===== src/rtl/mult_arbiter_pkg.sv =====
// Shared types and widths for the mult11x11 sharing arbiter.
package mult_arb_pkg;

    typedef enum logic [2:0] {
        IDLE,
        CLR,
        START,
        BUSY,
        RESP
    } arb_state_t;

    localparam int unsigned MULT_LAT = 30;
    localparam int unsigned FRAC_W   = 10;
    localparam int unsigned PROD_W   = 22;

endpackage


===== src/rtl/mult_arbiter_if.sv =====
// Requester-side and multiplier-side signals of mult_arbiter.
interface mult_arbiter_if
    import mult_arb_pkg::*;
#(
    parameter int unsigned NREQ = 4
) ();

    logic [NREQ-1:0]              req;
    logic [NREQ-1:0][FRAC_W-1:0]  op_a;
    logic [NREQ-1:0][FRAC_W-1:0]  op_b;
    logic [NREQ-1:0]              rsp_valid;
    logic [PROD_W-1:0]            rsp_result;
    logic                         rsp_err;
    logic                         busy;
    logic                         mult_reset;
    logic                         mult_st;
    logic [FRAC_W-1:0]            mult_f1;
    logic [FRAC_W-1:0]            mult_f2;
    logic                         mult_done;
    logic [PROD_W-1:0]            mult_result;

    modport slave (
        input  req, op_a, op_b, mult_done, mult_result,
        output rsp_valid, rsp_result, rsp_err, busy,
               mult_reset, mult_st, mult_f1, mult_f2
    );

    modport master (
        output req, op_a, op_b, mult_done, mult_result,
        input  rsp_valid, rsp_result, rsp_err, busy,
               mult_reset, mult_st, mult_f1, mult_f2
    );

endinterface


===== src/rtl/mult_arbiter_rr.sv =====
// Combinational round-robin pick: lowest index at or above rr_ptr, wrapping.
module rr_arbiter #(
    parameter int unsigned NREQ  = 4,
    parameter int unsigned IDX_W = 2
) (
    input  logic [NREQ-1:0]  req,
    input  logic [IDX_W-1:0] rr_ptr,
    output logic [NREQ-1:0]  gnt_oh,
    output logic [IDX_W-1:0] gnt_idx
);

    int unsigned      j;
    logic [IDX_W-1:0] jj;
    logic             found;

    always_comb begin
        gnt_oh  = '0;
        gnt_idx = '0;
        found   = 1'b0;
        j       = 0;
        jj      = '0;
        for (int unsigned k = 0; k < NREQ; k++) begin
            j = 32'(rr_ptr) + k;
            if (j >= NREQ) j = j - NREQ;
            jj = IDX_W'(j);
            if (!found && req[jj]) begin
                found       = 1'b1;
                gnt_oh[jj]  = 1'b1;
                gnt_idx     = jj;
            end
        end
    end

endmodule


===== src/rtl/mult_arbiter.sv =====
// Shares one mult11x11 between NREQ requesters; owns the multiplier reset so
// its sticky done and loop counter are cleared before every operation.
module mult_arbiter
    import mult_arb_pkg::*;
#(
    parameter int unsigned NREQ    = 4,
    parameter int unsigned TIMEOUT = 40
) (
    input  logic          clk,
    input  logic          reset,
    mult_arbiter_if.slave bus
);

    localparam int unsigned IDX_W  = (NREQ > 1) ? $clog2(NREQ) : 1;
    localparam int unsigned TCNT_W = $clog2(TIMEOUT);

    arb_state_t        state_q, state_d;
    logic [FRAC_W-1:0] a_q, a_d, b_q, b_d;
    logic [IDX_W-1:0]  id_q, id_d, rr_ptr_q, rr_ptr_d;
    logic [TCNT_W-1:0] tcnt_q, tcnt_d;
    logic              clr_q, clr_d, err_q, err_d;
    logic [PROD_W-1:0] res_q, res_d;

    logic [NREQ-1:0]   gnt_oh;
    logic [IDX_W-1:0]  gnt_idx;

    rr_arbiter #(.NREQ(NREQ), .IDX_W(IDX_W)) u_rr (
        .req     (bus.req),
        .rr_ptr  (rr_ptr_q),
        .gnt_oh  (gnt_oh),
        .gnt_idx (gnt_idx)
    );

    always_comb begin
        state_d  = state_q;
        a_d      = a_q;
        b_d      = b_q;
        id_d     = id_q;
        rr_ptr_d = rr_ptr_q;
        tcnt_d   = tcnt_q;
        clr_d    = 1'b0;
        err_d    = err_q;
        res_d    = res_q;
        case (state_q)
            IDLE: begin
                if (|bus.req) begin
                    a_d = '0;
                    b_d = '0;
                    for (int unsigned i = 0; i < NREQ; i++) begin
                        a_d = a_d | ({FRAC_W{gnt_oh[IDX_W'(i)]}} & bus.op_a[IDX_W'(i)]);
                        b_d = b_d | ({FRAC_W{gnt_oh[IDX_W'(i)]}} & bus.op_b[IDX_W'(i)]);
                    end
                    id_d    = gnt_idx;
                    clr_d   = 1'b1;
                    state_d = CLR;
                end
            end
            CLR:   state_d = START;
            START: begin
                tcnt_d  = '0;
                state_d = BUSY;
            end
            BUSY: begin
                tcnt_d = tcnt_q + 1'b1;
                // done outranks the timeout on the same cycle
                if (bus.mult_done) begin
                    res_d   = bus.mult_result;
                    err_d   = 1'b0;
                    state_d = RESP;
                end else if (tcnt_q == TCNT_W'(TIMEOUT - 1)) begin
                    res_d   = '0;
                    err_d   = 1'b1;
                    state_d = RESP;
                end
            end
            RESP: begin
                rr_ptr_d = (id_q == IDX_W'(NREQ - 1)) ? '0 : id_q + 1'b1;
                state_d  = IDLE;
            end
            default: state_d = IDLE;
        endcase
    end

    always_ff @(posedge clk) begin
        if (reset) begin
            state_q  <= IDLE;
            a_q      <= '0;
            b_q      <= '0;
            id_q     <= '0;
            rr_ptr_q <= '0;
            tcnt_q   <= '0;
            clr_q    <= 1'b0;
            err_q    <= 1'b0;
            res_q    <= '0;
        end else begin
            state_q  <= state_d;
            a_q      <= a_d;
            b_q      <= b_d;
            id_q     <= id_d;
            rr_ptr_q <= rr_ptr_d;
            tcnt_q   <= tcnt_d;
            clr_q    <= clr_d;
            err_q    <= err_d;
            res_q    <= res_d;
        end
    end

    always_comb begin
        bus.rsp_valid = '0;
        if (state_q == RESP) bus.rsp_valid[id_q] = 1'b1;
    end

    assign bus.rsp_result = res_q;
    assign bus.rsp_err    = (state_q == RESP) && err_q;
    assign bus.busy       = (state_q != IDLE);
    assign bus.mult_reset = reset | clr_q;
    assign bus.mult_st    = (state_q == START);
    assign bus.mult_f1    = a_q;
    assign bus.mult_f2    = b_q;

endmodule


===== src/flat_wrapper.sv =====
// flat-port wrapper written by rule: the top's interface ports become plain ports
module mult_arbiter_flat import mult_arb_pkg::*;
#(
    parameter int unsigned NREQ    = 4,
    parameter int unsigned TIMEOUT = 40
)
  (clk, reset, bus_req, bus_op_a, bus_op_b, bus_mult_done, bus_mult_result, bus_rsp_valid, bus_rsp_result, bus_rsp_err, bus_busy, bus_mult_reset, bus_mult_st, bus_mult_f1, bus_mult_f2);
  mult_arbiter_if #(.NREQ(NREQ)) bus_i ();
  input  logic clk;
  input  logic reset;
  input wire logic [$bits(bus_i.req)-1:0] bus_req;
  input wire logic [$bits(bus_i.op_a)-1:0] bus_op_a;
  input wire logic [$bits(bus_i.op_b)-1:0] bus_op_b;
  input wire logic [$bits(bus_i.mult_done)-1:0] bus_mult_done;
  input wire logic [$bits(bus_i.mult_result)-1:0] bus_mult_result;
  output wire logic [$bits(bus_i.rsp_valid)-1:0] bus_rsp_valid;
  output wire logic [$bits(bus_i.rsp_result)-1:0] bus_rsp_result;
  output wire logic [$bits(bus_i.rsp_err)-1:0] bus_rsp_err;
  output wire logic [$bits(bus_i.busy)-1:0] bus_busy;
  output wire logic [$bits(bus_i.mult_reset)-1:0] bus_mult_reset;
  output wire logic [$bits(bus_i.mult_st)-1:0] bus_mult_st;
  output wire logic [$bits(bus_i.mult_f1)-1:0] bus_mult_f1;
  output wire logic [$bits(bus_i.mult_f2)-1:0] bus_mult_f2;
  assign bus_i.req = bus_req;
  assign bus_i.op_a = bus_op_a;
  assign bus_i.op_b = bus_op_b;
  assign bus_i.mult_done = bus_mult_done;
  assign bus_i.mult_result = bus_mult_result;
  assign bus_rsp_valid = bus_i.rsp_valid;
  assign bus_rsp_result = bus_i.rsp_result;
  assign bus_rsp_err = bus_i.rsp_err;
  assign bus_busy = bus_i.busy;
  assign bus_mult_reset = bus_i.mult_reset;
  assign bus_mult_st = bus_i.mult_st;
  assign bus_mult_f1 = bus_i.mult_f1;
  assign bus_mult_f2 = bus_i.mult_f2;
  mult_arbiter #(.NREQ(NREQ), .TIMEOUT(TIMEOUT)) u_core (.clk(clk), .reset(reset), .bus(bus_i));
endmodule

===== config.mk =====
export PLATFORM = sky130hd
export DESIGN_NAME = mult_arbiter_flat
export DESIGN_NICKNAME = d
export VERILOG_FILES = /design/src/rtl/mult_arbiter_pkg.sv /design/src/rtl/mult_arbiter_if.sv /design/src/rtl/mult_arbiter_rr.sv /design/src/rtl/mult_arbiter.sv /design/src/flat_wrapper.sv
export SDC_FILE = /design/constraint.sdc
export NUM_CORES = 1
export LEC_CHECK = 0
export ABC_AREA = 1
export CAP_MARGIN = 15
export CORE_MARGIN = 4
export CORE_UTILIZATION = 37
export DETAILED_ROUTE_END_ITERATION = 7
export GPL_TIMING_DRIVEN = 0
export MAX_ROUTING_LAYER = met4
export PLACE_DENSITY = 0.77
export SYNTH_ARGS = -nofsm -noshare
export SYNTH_HDL_FRONTEND = slang
export SYNTH_HIERARCHICAL = 1
export SYNTH_SLANG_ARGS = --single-unit
export TNS_END_PERCENT = 30

===== constraint.sdc =====
create_clock -name clk -period 2 [get_ports clk]
set_input_delay 0.5 -clock clk [delete_from_list [all_inputs] [get_ports clk]]
set_output_delay 0.5 -clock clk [all_outputs]
set_load 0.05 [all_outputs]

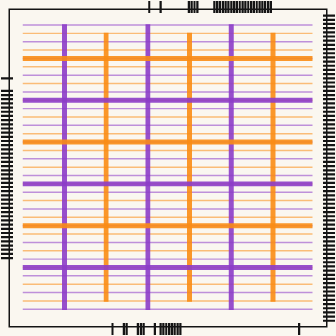
*Power grid, run 1*
Pins as bars on the die edge.
- VSS: purple
- VDD: orange
- met1 rails: 35
- rows: 34

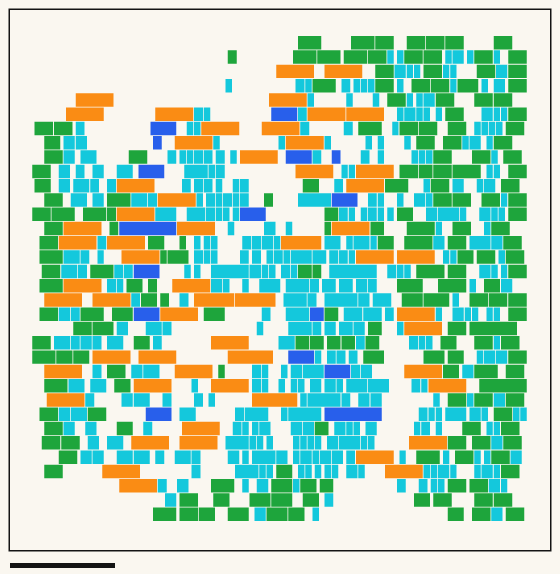
*Cell classes on the final placement, run 1*
Bar = 20 um.
- clock drivers and dummy loads: blue (cells 16; share of their area 4.1%)
- sequential cells: orange (cells 57; share of their area 21%)
- combinational and other logic: cyan (cells 404; share of their area 40%)
- remaining buffers and delay cells: green (cells 196; share of their area 35%)

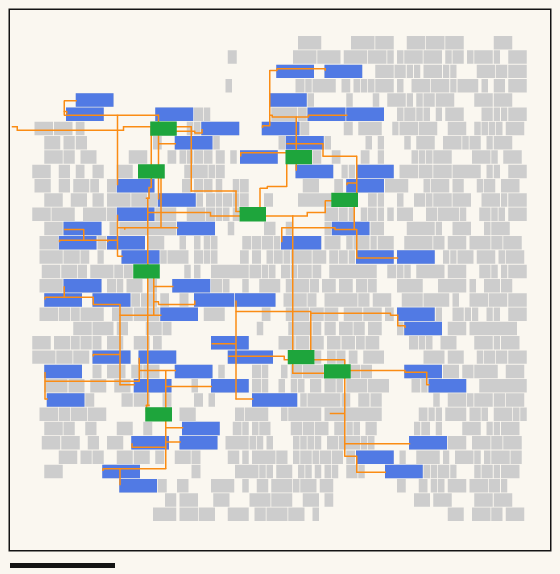
*Clock wires, drivers and flops, run 1*
Bar = 20 um.
- clock wires: orange (length 769 um)
- flip-flops: blue (count 57)
- clock drivers: green (count 9)
- routed clock nets: 10

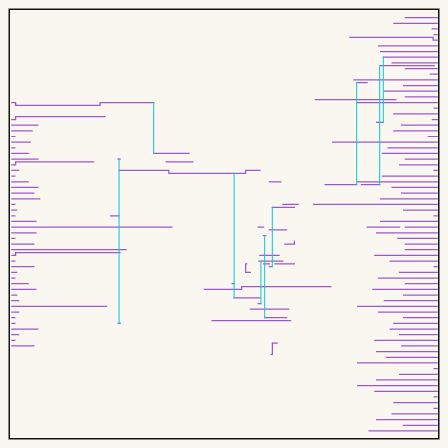
*Routed metal, one colour a layer, run 1*
Only two layers are drawn.
- metal 4: cyan (wire length 195 um)
- metal 3: purple (wire length 1320 um)

==> flow_metrics.tcl, run 1 <==
# flow metrics
set metrics [dict create \
    comb_area_frac 0.363 \
    max_freq_mhz 492 \
    drv_slew 0 \
    clkTransAtPathRegs_ns 0.07 \
    busiest_layer "met2" \
    final_hold_viol_count 0 \
    routed_wl_um 11800 \
    fin_area_sq_um 5700 \
    utilization 0.654 \
    die_w_um 103 \
    grt.met1_usage 0.236 \
    nonClkBufAreaFrac 0.345 \
    ff2ff_setup_slack_ns -0.03 \
    syn_area_per_cell_sq_um 6.86 \
    flops 57 \
    yosys-top-cells-count "nand2_1 (117), nor2_1 (59), dfxtp_1 (57)" \
    finalClockPeriodUsage 1.02 \
    core-area_sq_um 8720 \
    postRouteAntennaNets 0 \
    grt_pass1_vias 3775 \
    vias_per_cell 4.99 \
    floorplan.nets 604 \
    chipArea_sq_um 10600 \
    ir_drop_uv 442 \
    port-buffer-count 158 \
    antenna_found_initial 0 \
    setup_violations 9 \
    tritoncts "done" \
    r2r_cells 14 \
    wl_per_cell_um 15.1 \
    ys_sh_aoi 0.132 \
    power_uw 3710 \
    r2r_start "u_core/rr_ptr_q[0]" \
    cts-resized-gates 108 \
    rows 34 \
    overflow 0 \
    logic_family "simple AND/OR/NAND/NOR gates" \
    cp-start-kind "register" \
    rsz0062_at_grt "yes" \
    period_needed_ns 2.03 \
    cts_setup_buffers 4 \
    ys_cells 485 \
    cts_hold_buf 0 \
    violations "negative setup slack" \
    grt_pass1_wl_um 17300 \
    fin_ws_ns -0.0312 \
    fill_cells 716 \
    ys_sh_xor 0 \
    fin_cells 781 \
    use_met2 0.358 \
    finalClockSkew_ns 0.00950 \
    status "complete, but fails checks" \
    crit_type "register to register" \
    hold_path_depth 2 \
    largestClassByArea "combinational gates" \
    p_leak_uw 0.00272 \
    cp-startpoint "u_core/rr_ptr_q[0]" \
    cts.sinks 57 \
    netlist_area_sq_um 3330 \
    yosys_warnings 6 \
]
## run 1: state kept, by name (all words and copies together) (netlist names)
signal / cells
u_core/bus.rsp_result: 22
u_core/bus.mult_f1: 10
u_core/bus.mult_f2: 10
u_core/tcnt_q: 6
u_core/state_q: 3
u_core/id_q: 2
u_core/rr_ptr_q: 2
u_core/clr_q: 1
u_core/err_q: 1
## run 1: layer usage
| metal | up-vias | part of all wire |
|---|---|---|
| li1 | 1957 | - |
| met1 | 1753 | 0.40 |
| met2 | 168 | 0.47 |
| met3 | 21 | 0.11 |
| met4 | 0 | 0.016 |
| met5 | - | 0 |
## run 1: power by group
group | internal, uW | leakage [uW] | switching, uW | total (uW)
Sequential | 1220 | 0.000468 | 49.7 | 1270
Combinational | 503 | 0.00213 | 707 | 1210
Clock | 765 | 0.000115 | 466 | 1230
Total | 2490 | 0.00272 | 1220 | 3710
## run 1: layout by cell type (no fill, tap or decap), types with 20 or more instances in the layout
| cell | instances |
|---|---|
| clkdlybuf4s50_1 | 103 |
| dfxtp_1 | 52 |
| dlymetal6s2s_1 | 21 |
| inv_1 | 27 |
| nand3_1 | 40 |
| nand2_2 | 42 |
| o21ai_1 | 20 |
| nand4_1 | 26 |
| dlygate4sd2_1 | 26 |
| nor2_1 | 53 |
| a21oi_2 | 23 |
| nand2_1 | 102 |
## run 1: worst max-delay path: stages (launching register included)
cell       delay [ns]
dfxtp_4          0.38
inv_8            0.05
ha_4             0.31
inv_4            0.05
nand2_2          0.05
nand2_2          0.06
nor2_4           0.14
buf_6            0.12
nand4_1          0.17
nand3_4          0.19
clkbuf_16        0.17
nand2_1          0.05
nand4_1          0.09
nor2_1           0.05
nor2_1           0.09
==> run 2: changes to the inputs <==
--- a/config.mk
+++ b/config.mk
@@ -13,6 +13,7 @@
 export GPL_TIMING_DRIVEN = 0
 export MAX_ROUTING_LAYER = met4
 export PLACE_DENSITY = 0.77
+export SLEW_MARGIN = 20
 export SYNTH_ARGS = -nofsm -noshare
 export SYNTH_HDL_FRONTEND = slang
 export SYNTH_HIERARCHICAL = 1
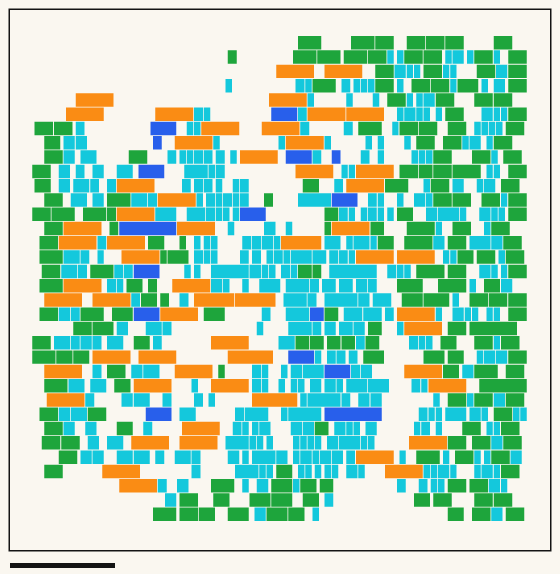
*Cell classes on the final placement, run 2*
Bar = 20 um.
- remaining buffers and delay cells: green (cells 196; share of their area 35%)
- combinational and other logic: cyan (cells 404; share of their area 40%)
- sequential cells: orange (cells 57; share of their area 21%)
- clock drivers and dummy loads: blue (cells 16; share of their area 4.1%)

==> run 2 against run 1 <==
Against the previous run:
- the flow still finishes with violations (negative setup slack)
- core utilization stayed put
- die size stayed put
- final cell count stayed put
- clock skew stayed put
- global-route usage stayed put
==> flow_metrics.tcl, run 2 <==
# flow metrics
set metrics [dict create \
    status "complete, but fails checks" \
    violations "negative setup slack" \
    layout.cells.most_common "clkdlybuf4s50_1" \
    final_cell_mix "clkdlybuf4s50_1 (103), nand2_1 (102), nor2_1 (53), dfxtp_1 (52), nand2_2 (42)" \
    power_switching_uw 1220 \
    cts_setup_buffers 4 \
    postRouteAntennaNets 0 \
    ir_drop_uv 442 \
    ys_sh_aoi 0.132 \
    overflow 0 \
    antenna_cells 0 \
    fin_cells 781 \
    ys_cells 485 \
    utilization 0.654 \
    floorplan.nets 604 \
    finalClockPeriodUsage 1.02 \
    power.share.clock 0.332 \
    netlist_area_sq_um 3330 \
    rows 34 \
    vias_per_cell 4.99 \
    chipArea_sq_um 10600 \
    cts-resized-gates 108 \
    p_sw_frac 0.329 \
    clkTransAtPathRegs_ns 0.07 \
    ys_sh_xor 0 \
    fill_cells 716 \
    cp-startpoint "u_core/rr_ptr_q[0]" \
    routed_wl_um 11800 \
    setup_violations 9 \
    p_leak_uw 0.00272 \
    drv_slew 0 \
    antenna_found_initial 0 \
    grt_pass1_vias 3775 \
    yosys_warnings 6 \
    cp-start-kind "register" \
    yosys-top-cells-count "nand2_1 (117), nor2_1 (59), dfxtp_1 (57)" \
    logic_area_sq_um 2070 \
    largest_register_ffs 22 \
    crit_type "register to register" \
    rsz0062_at_grt "yes" \
    fin_ws_ns -0.0312 \
    core-area_sq_um 8720 \
    final_hold_viol_count 0 \
    period_needed_ns 2.03 \
    power_uw 3710 \
    logic_family "simple AND/OR/NAND/NOR gates" \
    grt_pass1_wl_um 17300 \
    die_w_um 103 \
    tritoncts "done" \
    p_comb_frac 0.326 \
    cts_buffer_depth 2 \
]
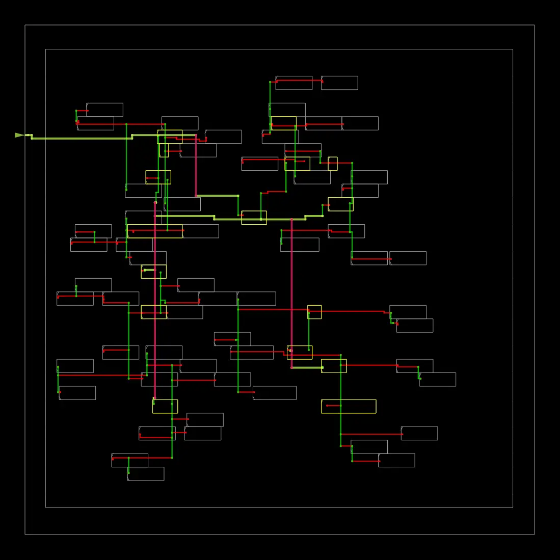
*Clock wiring as the flow saved it, run 2*
clk_skew: 0.00950 ns
Clock net power: 1230 uW
total CTS buffers: 9
clock buf count: 11

[run 2: worst paths after layout]
path,endpoint,slack [ns],cells past startpoint
max,u_core/bus.mult_f1[9],-0.03,14
max reg2reg,u_core/bus.mult_f1[9],-0.03,14
min,u_core/err_q,0.49,2
min reg2reg,u_core/err_q,0.49,2
[run 2: final cells by class]
class	instances	area share
multi-input cells	369	0.363
repair buffers	172	0.307
flip-flops and latches	57	0.202
plain buffers	24	0.0382
clock buffers	11	0.0265
inverters	35	0.0259
well taps	108	0.0237
clock inverters	5	0.0136
[run 2: critical path, stage by stage, from the launching register on]
cell       delay, ns
dfxtp_4         0.38
inv_8           0.05
ha_4            0.31
inv_4           0.05
nand2_2         0.05
nand2_2         0.06
nor2_4          0.14
buf_6           0.12
nand4_1         0.17
nand3_4         0.19
clkbuf_16       0.17
nand2_1         0.05
nand4_1         0.09
nor2_1          0.05
nor2_1          0.09
[run 2: metal layers]
metal,track usage,vias to the layer above,wire length (um)
met2,0.358,168,5580
li1,-,1957,-
met4,0.0677,0,194
met1,0.236,1753,4700
met3,0.0562,21,1310
met5,-,-,0
[run 2: power groups by stage]
stage / Clock, uW / Combinational (uW) / Sequential, uW
5_1_grt: 1310 / 1290 / 1280
3_5_place_dp: 0 / 1130 / 1300
2_1_floorplan: 0 / 409 / 1530
6_report: 1230 / 1210 / 1270
4_1_cts: 1260 / 1150 / 1270
3_3_place_gp: 0 / 1120 / 1290
[run 2: cell families after synthesis]
logic type,Yosys count
simple gates,288
compound gates,71
buf+inv,59
flops,57
fa+ha+maj,10
[run 2: through the flow]
step	TNS [ns]	instance area (sq um)
floorplan	0	3340
global placement	-12.23	5050
detailed placement	-13.74	5050
CTS	-0.00348	5440
global route	-2.25	5700
finish	-0.158	5700
### Routed metal, one colour a layer, run 2

Only two layers are drawn.
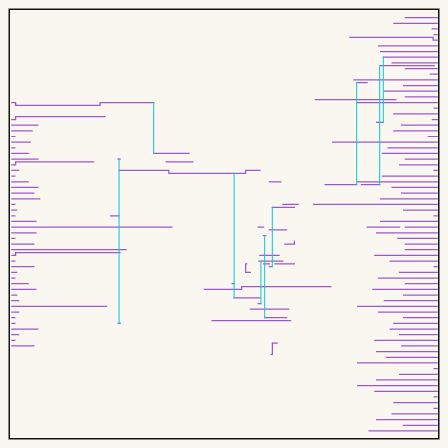

==> run 3: changes to the inputs <==
--- a/config.mk
+++ b/config.mk
@@ -7,12 +7,14 @@
 export LEC_CHECK = 0
 export ABC_AREA = 1
 export CAP_MARGIN = 15
+export CELL_PAD_IN_SITES_DETAIL_PLACEMENT = 0
+export CELL_PAD_IN_SITES_GLOBAL_PLACEMENT = 1
 export CORE_MARGIN = 4
-export CORE_UTILIZATION = 37
+export CORE_UTILIZATION = 28
 export DETAILED_ROUTE_END_ITERATION = 7
 export GPL_TIMING_DRIVEN = 0
 export MAX_ROUTING_LAYER = met4
-export PLACE_DENSITY = 0.77
+export PLACE_DENSITY_LB_ADDON = 0.1
 export SLEW_MARGIN = 20
 export SYNTH_ARGS = -nofsm -noshare
 export SYNTH_HDL_FRONTEND = slang
==> constraint.sdc (replaced) <==
create_clock -name clk -period 1.91 [get_ports clk]
set_input_delay 0.4775 -clock clk [delete_from_list [all_inputs] [get_ports clk]]
set_output_delay 0.4775 -clock clk [all_outputs]
set_load 0.05 [all_outputs]
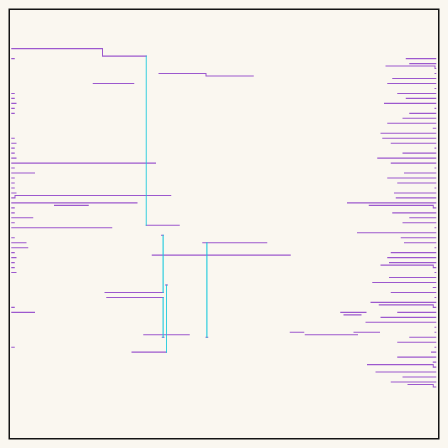
*Routed metal, one colour a layer, run 3*
Only two layers are drawn.
- metal 3: purple (wire length 1060 um)
- metal 4: cyan (wire length 117 um)

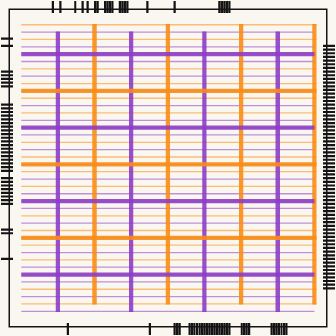
*Power grid, run 3*
Pins as bars on the die edge.
- VDD: orange
- VSS: purple
- met1 rails: 40
- met5 straps: 7
- rows: 39
- signal pins: 159
- met4 straps: 8

==> run 3 against run 2 <==
Against the previous run:
- the flow still finishes with violations (negative setup slack)
- routed wire length rose by 4.4%
- worst setup slack lost 0.034 ns
- area after synthesis unchanged
- register-to-register slack lost 0.03 ns
- critical path depth did not move
- largest power group is now the clock network
- die size is 29% higher
- critical endpoint is now u_core/bus.mult_f2[5]
- sequential share of layout area down 0.55 points
- sequential power up 5%
- clock skew decreased by 0.0017 ns
==> flow_metrics.tcl, run 3 <==
# flow metrics
set metrics [dict create \
    status "complete, but fails checks" \
    violations "negative setup slack" \
    crit_type "register to register" \
    p_sw_frac 0.316 \
    netlist_area_sq_um 3330 \
    tritoncts "done" \
    ir_drop_uv 414 \
    p_comb_frac 0.296 \
    p_per_area_nw_per_um2 732 \
    power.share.clock 0.394 \
    top_cells_by_area "dfxtp_1 (34%), nand2_1 (13%), nand3_1 (6.8%)" \
    setup_violations 20 \
    cts_buffers 9 \
    p_leak_uw 0.00251 \
    maxPowerGroup "the clock network" \
    grt_pass1_vias 3904 \
    yosys_warnings 6 \
    rows 39 \
    ys_sh_aoi 0.132 \
    utilization 0.509 \
    cp.required_ns 2.17 \
    finalClockPeriodUsage 1.03 \
    powerSeq_uw 1330 \
    fill_cells 1160 \
    core-area_sq_um 11500 \
    powerClk_uw 1690 \
    cts_buffer_depth 2 \
    max_stage_delay_ns 0.38 \
    yosys-top-cells-count "nand2_1 (117), nor2_1 (59), dfxtp_1 (57)" \
    antenna_cells 0 \
    routed_wl_um 12300 \
    fin_ws_ns -0.0648 \
    chipArea_sq_um 13700 \
    layout.cells.most_common "clkdlybuf4s50_1" \
    postRouteAntennaNets 0 \
    crit_chain "inv_8 -> ha_4 -> inv_4 -> nand2_2 -> nand2_2 -> nor2_4 -> buf_6 -> nand4_1 -> nand3_4 -> buf_8 -> nand2_1 -> nand4_1 -> nor2_1 -> nor2_1" \
    overflow 0 \
    floorplan.nets 604 \
    ys_sh_xor 0 \
    critPathSlowestCell "dfxtp_4" \
    power_uw 4290 \
    setup-tns-final_ns -0.727 \
    area_growth_pct 76.3 \
    ys_cells 485 \
    fin_cells 823 \
    logic_family "simple AND/OR/NAND/NOR gates" \
    die_w_um 117 \
    finalClockSkew_ns 0.00778 \
    final_cell_mix "clkdlybuf4s50_1 (103), nand2_1 (99), nor2_1 (52), dfxtp_1 (52), dlygate4sd2_1 (47)" \
    clkTransAtPathRegs_ns 0.05 \
    fin_area_sq_um 5860 \
    largest_register_ffs 22 \
    die_h_um 117 \
    rsz0062_at_grt "yes" \
]
run 3: cell counts after synthesis:
Identical to the previous run, type by type.
run 3: cell families after synthesis:
logic type / Yosys count
AND-OR/OR-AND: 71
flip-flops: 57
buffers and inverters: 59
adder cells (fa/ha/maj): 10
AND/OR/NAND/NOR: 288
run 3: per-layer routing:
metal / vias up / part of all wire / track usage
met5: - / 0 / -
met4: 0 / 0.0094 / 0.0497
met3: 10 / 0.086 / 0.0545
met2: 134 / 0.44 / 0.284
met1: 1704 / 0.47 / 0.236
li1: 1966 / - / -
run 3: path summary, 6_finish.rpt:
path / startpoint / cells after the start / slack [ns] / endpoint
max reg2reg: u_core/rr_ptr_q[0] / 14 / -0.06 / u_core/bus.mult_f2[5]
max: u_core/rr_ptr_q[0] / 14 / -0.06 / u_core/bus.mult_f2[5]
min reg2reg: u_core/tcnt_q[3] / 1 / 0.48 / u_core/tcnt_q[3]
min: u_core/tcnt_q[3] / 1 / 0.48 / u_core/tcnt_q[3]
run 3: layout make-up:
class / count / area, sq um / share of cell area
clock buffers: 11 / 233 / 0.0397
flip-flops and latches: 57 / 1150 / 0.197
repair buffers: 179 / 1740 / 0.296
clock inverters: 5 / 80.1 / 0.0137
well taps: 143 / 179 / 0.0305
plain buffers: 24 / 221 / 0.0378
multi-input cells: 369 / 2110 / 0.360
inverters: 35 / 150 / 0.0256
run 3: timing repair:
| item | CTS | global route |
|---|---|---|
| gates resized | 151 | 47 |
| setup buffers | 13 | 2 |
| setup endpoints to repair | 70 | 26 |
| pin swaps | 61 | 22 |
| gates cloned | 4 | 2 |
| hold buffers | 0 | 0 |
Power is estimated from default activity; no workload was simulated.
